--- src/rtl/mul_arb_pkg.sv ---
// Shared types and defaults for the two-requester shift-add multiplier arbiter.
package mul_arb_pkg;

   localparam int unsigned SIZE_DEF = 8;

   typedef enum logic [1:0] {
      IDLE = 2'd0,
      RUN  = 2'd1,
      DONE = 2'd2
   } state_e;

endpackage

--- src/rtl/mul_seq.sv ---
// Sequential shift-add multiplier: one partial product per clock, SIZE steps per operation.
module mul_seq
   import mul_arb_pkg::*;
#(
   parameter int unsigned SIZE = SIZE_DEF
) (
   input  logic                clk,
   input  logic                rst,
   input  logic                start,
   input  logic [SIZE-1:0]     a,
   input  logic [SIZE-1:0]     b,
   output logic                done,
   output logic [2*SIZE-1:0]   product
);

   localparam int unsigned CW = $clog2(SIZE + 1);

   logic [2*SIZE-1:0] a_q, a_d;
   logic [2*SIZE-1:0] acc_q, acc_d;
   logic [SIZE-1:0]   b_q, b_d;
   logic [CW-1:0]     cnt_q, cnt_d;
   logic              done_q, done_d;

   // Load on start, otherwise step while the bit counter is non-zero.
   always_comb begin
      a_d    = a_q;
      b_d    = b_q;
      acc_d  = acc_q;
      cnt_d  = cnt_q;
      done_d = 1'b0;
      if (start) begin
         a_d   = {{SIZE{1'b0}}, a};
         b_d   = b;
         acc_d = {(2*SIZE){1'b0}};
         cnt_d = CW'(SIZE);
      end else if (cnt_q != {CW{1'b0}}) begin
         if (b_q[0]) begin
            acc_d = acc_q + a_q;
         end else begin
            acc_d = acc_q;
         end
         a_d    = a_q << 1;
         b_d    = b_q >> 1;
         cnt_d  = cnt_q - CW'(1);
         done_d = (cnt_q == CW'(1));
      end else begin
         done_d = 1'b0;
      end
   end

   // Datapath state register.
   always_ff @(posedge clk or posedge rst) begin
      if (rst) begin
         a_q    <= {(2*SIZE){1'b0}};
         b_q    <= {SIZE{1'b0}};
         acc_q  <= {(2*SIZE){1'b0}};
         cnt_q  <= {CW{1'b0}};
         done_q <= 1'b0;
      end else begin
         a_q    <= a_d;
         b_q    <= b_d;
         acc_q  <= acc_d;
         cnt_q  <= cnt_d;
         done_q <= done_d;
      end
   end

   assign done    = done_q;
   assign product = acc_q;

endmodule

--- src/rtl/mul_arb.sv ---
// Arbitrates two requesters onto one mul_seq and holds each product until taken.
// Define MUL_ARB_RR_EN for round-robin ties; otherwise requester 0 wins ties.
module mul_arb
   import mul_arb_pkg::*;
#(
   parameter int unsigned SIZE = SIZE_DEF
) (
   input  logic                clk,
   input  logic                rst,
   input  logic                req0_valid,
   input  logic [SIZE-1:0]     req0_a,
   input  logic [SIZE-1:0]     req0_b,
   output logic                req0_ready,
   input  logic                req1_valid,
   input  logic [SIZE-1:0]     req1_a,
   input  logic [SIZE-1:0]     req1_b,
   output logic                req1_ready,
   output logic                rsp_valid,
   output logic                rsp_id,
   output logic [2*SIZE-1:0]   rsp_result,
   input  logic                rsp_ready,
   output logic                busy
);

   state_e            state_q, state_d;
   logic              grant_s, tie_s, accept_s;
   logic              id_q, id_d;
   logic              rsp_id_q, rsp_id_d;
   logic [2*SIZE-1:0] result_q, result_d;
   logic              rsp_valid_q, busy_q;
   logic              seq_done_s;
   logic [2*SIZE-1:0] seq_product_s;

`ifdef MUL_ARB_RR_EN
   logic prio_q;

   // Tie priority moves away from whichever requester was just granted.
   always_ff @(posedge clk or posedge rst) begin
      if (rst) begin
         prio_q <= 1'b0;
      end else if (accept_s) begin
         prio_q <= ~grant_s;
      end else begin
         prio_q <= prio_q;
      end
   end

   assign tie_s = prio_q;
`else
   assign tie_s = 1'b0;
`endif

   // Grant selection among the valid requesters.
   always_comb begin
      if (req0_valid && req1_valid) begin
         grant_s = tie_s;
      end else if (req1_valid) begin
         grant_s = 1'b1;
      end else begin
         grant_s = 1'b0;
      end
   end

   // FSM next state, capture of grant id and completed product.
   always_comb begin
      state_d  = state_q;
      accept_s = 1'b0;
      id_d     = id_q;
      rsp_id_d = rsp_id_q;
      result_d = result_q;
      case (state_q)
         IDLE: begin
            if (req0_valid || req1_valid) begin
               accept_s = 1'b1;
               id_d     = grant_s;
               state_d  = RUN;
            end else begin
               state_d  = IDLE;
            end
         end
         RUN: begin
            if (seq_done_s) begin
               result_d = seq_product_s;
               rsp_id_d = id_q;
               state_d  = DONE;
            end else begin
               state_d  = RUN;
            end
         end
         DONE: begin
            if (rsp_ready) begin
               state_d = IDLE;
            end else begin
               state_d = DONE;
            end
         end
         default: begin
            state_d = IDLE;
         end
      endcase
   end

   // Control and response registers.
   always_ff @(posedge clk or posedge rst) begin
      if (rst) begin
         state_q     <= IDLE;
         id_q        <= 1'b0;
         rsp_id_q    <= 1'b0;
         result_q    <= {(2*SIZE){1'b0}};
         rsp_valid_q <= 1'b0;
         busy_q      <= 1'b0;
      end else begin
         state_q     <= state_d;
         id_q        <= id_d;
         rsp_id_q    <= rsp_id_d;
         result_q    <= result_d;
         rsp_valid_q <= (state_d == DONE);
         busy_q      <= (state_d != IDLE);
      end
   end

   mul_seq #(.SIZE(SIZE)) u_seq (
      .clk     (clk),
      .rst     (rst),
      .start   (accept_s),
      .a       (grant_s ? req1_a : req0_a),
      .b       (grant_s ? req1_b : req0_b),
      .done    (seq_done_s),
      .product (seq_product_s)
   );

   // Ready is masked by rst so it drops the moment reset asserts.
   assign req0_ready = accept_s & ~grant_s & ~rst;
   assign req1_ready = accept_s &  grant_s & ~rst;
   assign rsp_valid  = rsp_valid_q;
   assign rsp_id     = rsp_id_q;
   assign rsp_result = result_q;
   assign busy       = busy_q;

endmodule

--- config.mk ---
export PLATFORM = sky130hd
export DESIGN_NAME = mul_arb
export DESIGN_NICKNAME = d
export VERILOG_FILES = /design/src/rtl/mul_arb_pkg.sv /design/src/rtl/mul_seq.sv /design/src/rtl/mul_arb.sv
export SDC_FILE = /design/constraint.sdc
export NUM_CORES = 1
export LEC_CHECK = 0
export ABC_CLOCK_PERIOD_IN_PS = 6000
export CORE_MARGIN = 2
export CORE_UTILIZATION = 57
export CTS_CLUSTER_DIAMETER = 80
export CTS_CLUSTER_SIZE = 12
export DETAILED_ROUTE_END_ITERATION = 16
export GPL_ROUTABILITY_DRIVEN = 0
export PLACE_DENSITY_LB_ADDON = 0.15
export SLEW_MARGIN = 10
export SYNTH_ARGS = -nofsm -noshare
export SYNTH_HDL_FRONTEND = slang
export SYNTH_SLANG_ARGS = --single-unit
export TNS_END_PERCENT = 50
--- constraint.sdc ---
create_clock -name clk -period 6 [get_ports clk]
set_input_delay 1.2 -clock clk [delete_from_list [all_inputs] [get_ports clk]]
set_output_delay 1.2 -clock clk [all_outputs]
set_load 0.05 [all_outputs]
==> results.cfg <==
; synthesis and place-and-route metrics
[worst_hold_path]
whs_path_depth = 1

[critical_path]
critPathKind = primary input to output pin
regToRegSetupSlack_ps = 3460
slowest_delay_ps = 800
crit_fanout = 18
path_depth = 5

[final_layout]
nets = 447
antenna_cells = 0

[yosys]
yosys-top-cells-area = dfrtp_1, ha_1, mux2_2
ys.flops = 67
xor_area_share_pct = 3.53
edf_count = 0
yosys_cells = 336

[run]
warnings = 27

[timing]
max_clock_freq_mhz = 232
final.setup.tns_ps = 0
setup-violations-final = 0

[placement]
dp_hpwl_mm = 5.26

[clock_network]
clock-sinks = 67

[status]
outcome = completed
## stage by stage
step / hold slack, ps / power (mW) / instances / setup slack [ps] / utilization (%)
6_report: 480 / 2.34 / 472 / 1680 / 72.6
5_1_grt: 521 / 2.51 / 472 / 1590 / 72.6
4_1_cts: 487 / 2.35 / 472 / 1680 / 72.6
3_5_place_dp: 471 / 1.98 / 456 / 1690 / 69.3
3_3_place_gp: 460 / 1.93 / 456 / 1730 / 69.3
2_1_floorplan: 436 / 1.67 / 336 / 1530 / -
## area by class of cell
| type | count | share of cell area [%] |
|---|---|---|
| timing repair buffer | 61 | 14.0 |
| tap | 75 | 2.18 |
| sequential | 67 | 39.0 |
| multi-input combinational | 247 | 39.8 |
| inverter | 6 | 0.524 |
| clock buffer | 11 | 3.29 |
| clock inverter | 5 | 1.22 |
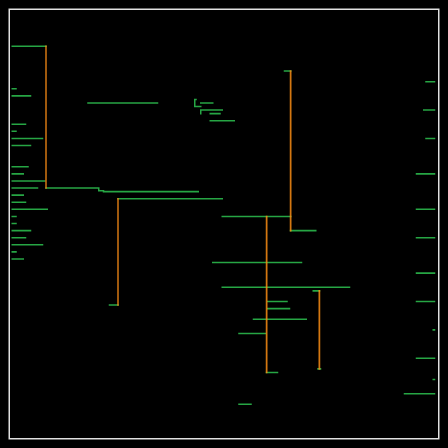
(routed metal, one colour a layer)
Only two layers are drawn.
legend:
  met4:
    colour: orange
    wire_length: 123 um
  met3:
    colour: green
    wire_length: 269 um
routed via count: 2768
Global Route Usage Sum: 23.6%
DR WL/cell: 15.6 um
detailed-route wire length: 7.35 mm

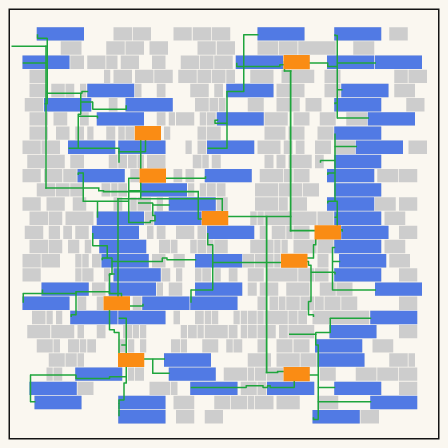
(routed clock nets over the placement)
legend:
  cells driving clock nets:
    colour: orange
    count: 9
  clock wires:
    colour: green
    length: 776 um
  flip-flops:
    colour: blue
    count: 67
routed clock nets: 10
flops lie: widely spread
power in the clock group: 366 uW
Final Skew: 10.8 ps
Latency at later pin: 340 ps
Clk pwr share: 15.6%

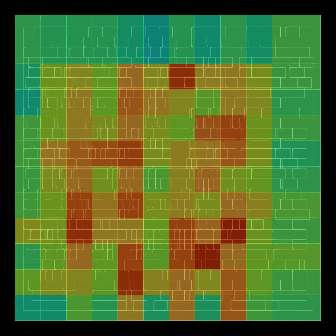
(congestion heat map)
Most Used Layer, Global Route: met2
GR Util met3: 3.91%

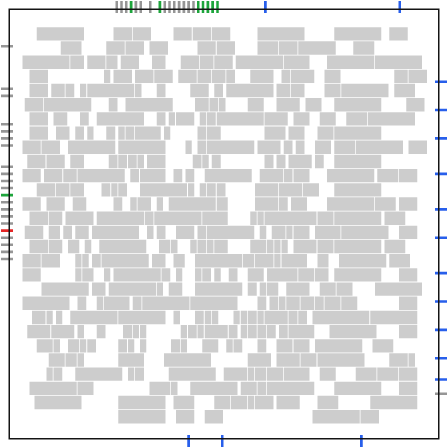
(pin map)
Pins as bars across the die edge, other pins in grey.
legend:
  `req1_a`:
    colour: green
    pins: 8
    direction: input
    edge: 7 north, 1 west
  `rsp_result`:
    colour: blue
    pins: 16
    direction: output
    edge: 11 east, 3 south, 2 north
  `req1_valid`:
    colour: red
    pins: 1
    direction: input
    edge: west
all pins by edge: 22 north, 21 west, 12 east, 3 south
Die Y-Extent: 82.1 um
IO Port Bufs: 57
die span in x: 82.1 um

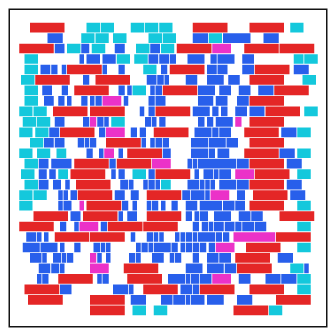
(placed cells, one colour a class)
legend:
  all other logic:
    colour: blue
    cells: 253
  clock drivers and dummy loads:
    colour: magenta
    cells: 16
  flops:
    colour: red
    cells: 67
  other buffers and delay cells:
    colour: cyan
    cells: 61
fin area: 4300 um^2
share of the core filled with cells: 72.6%
Core Region: 5920 um^2
site row count: 28

Power figures rest on the tool's default switching activity, not on a simulated workload.
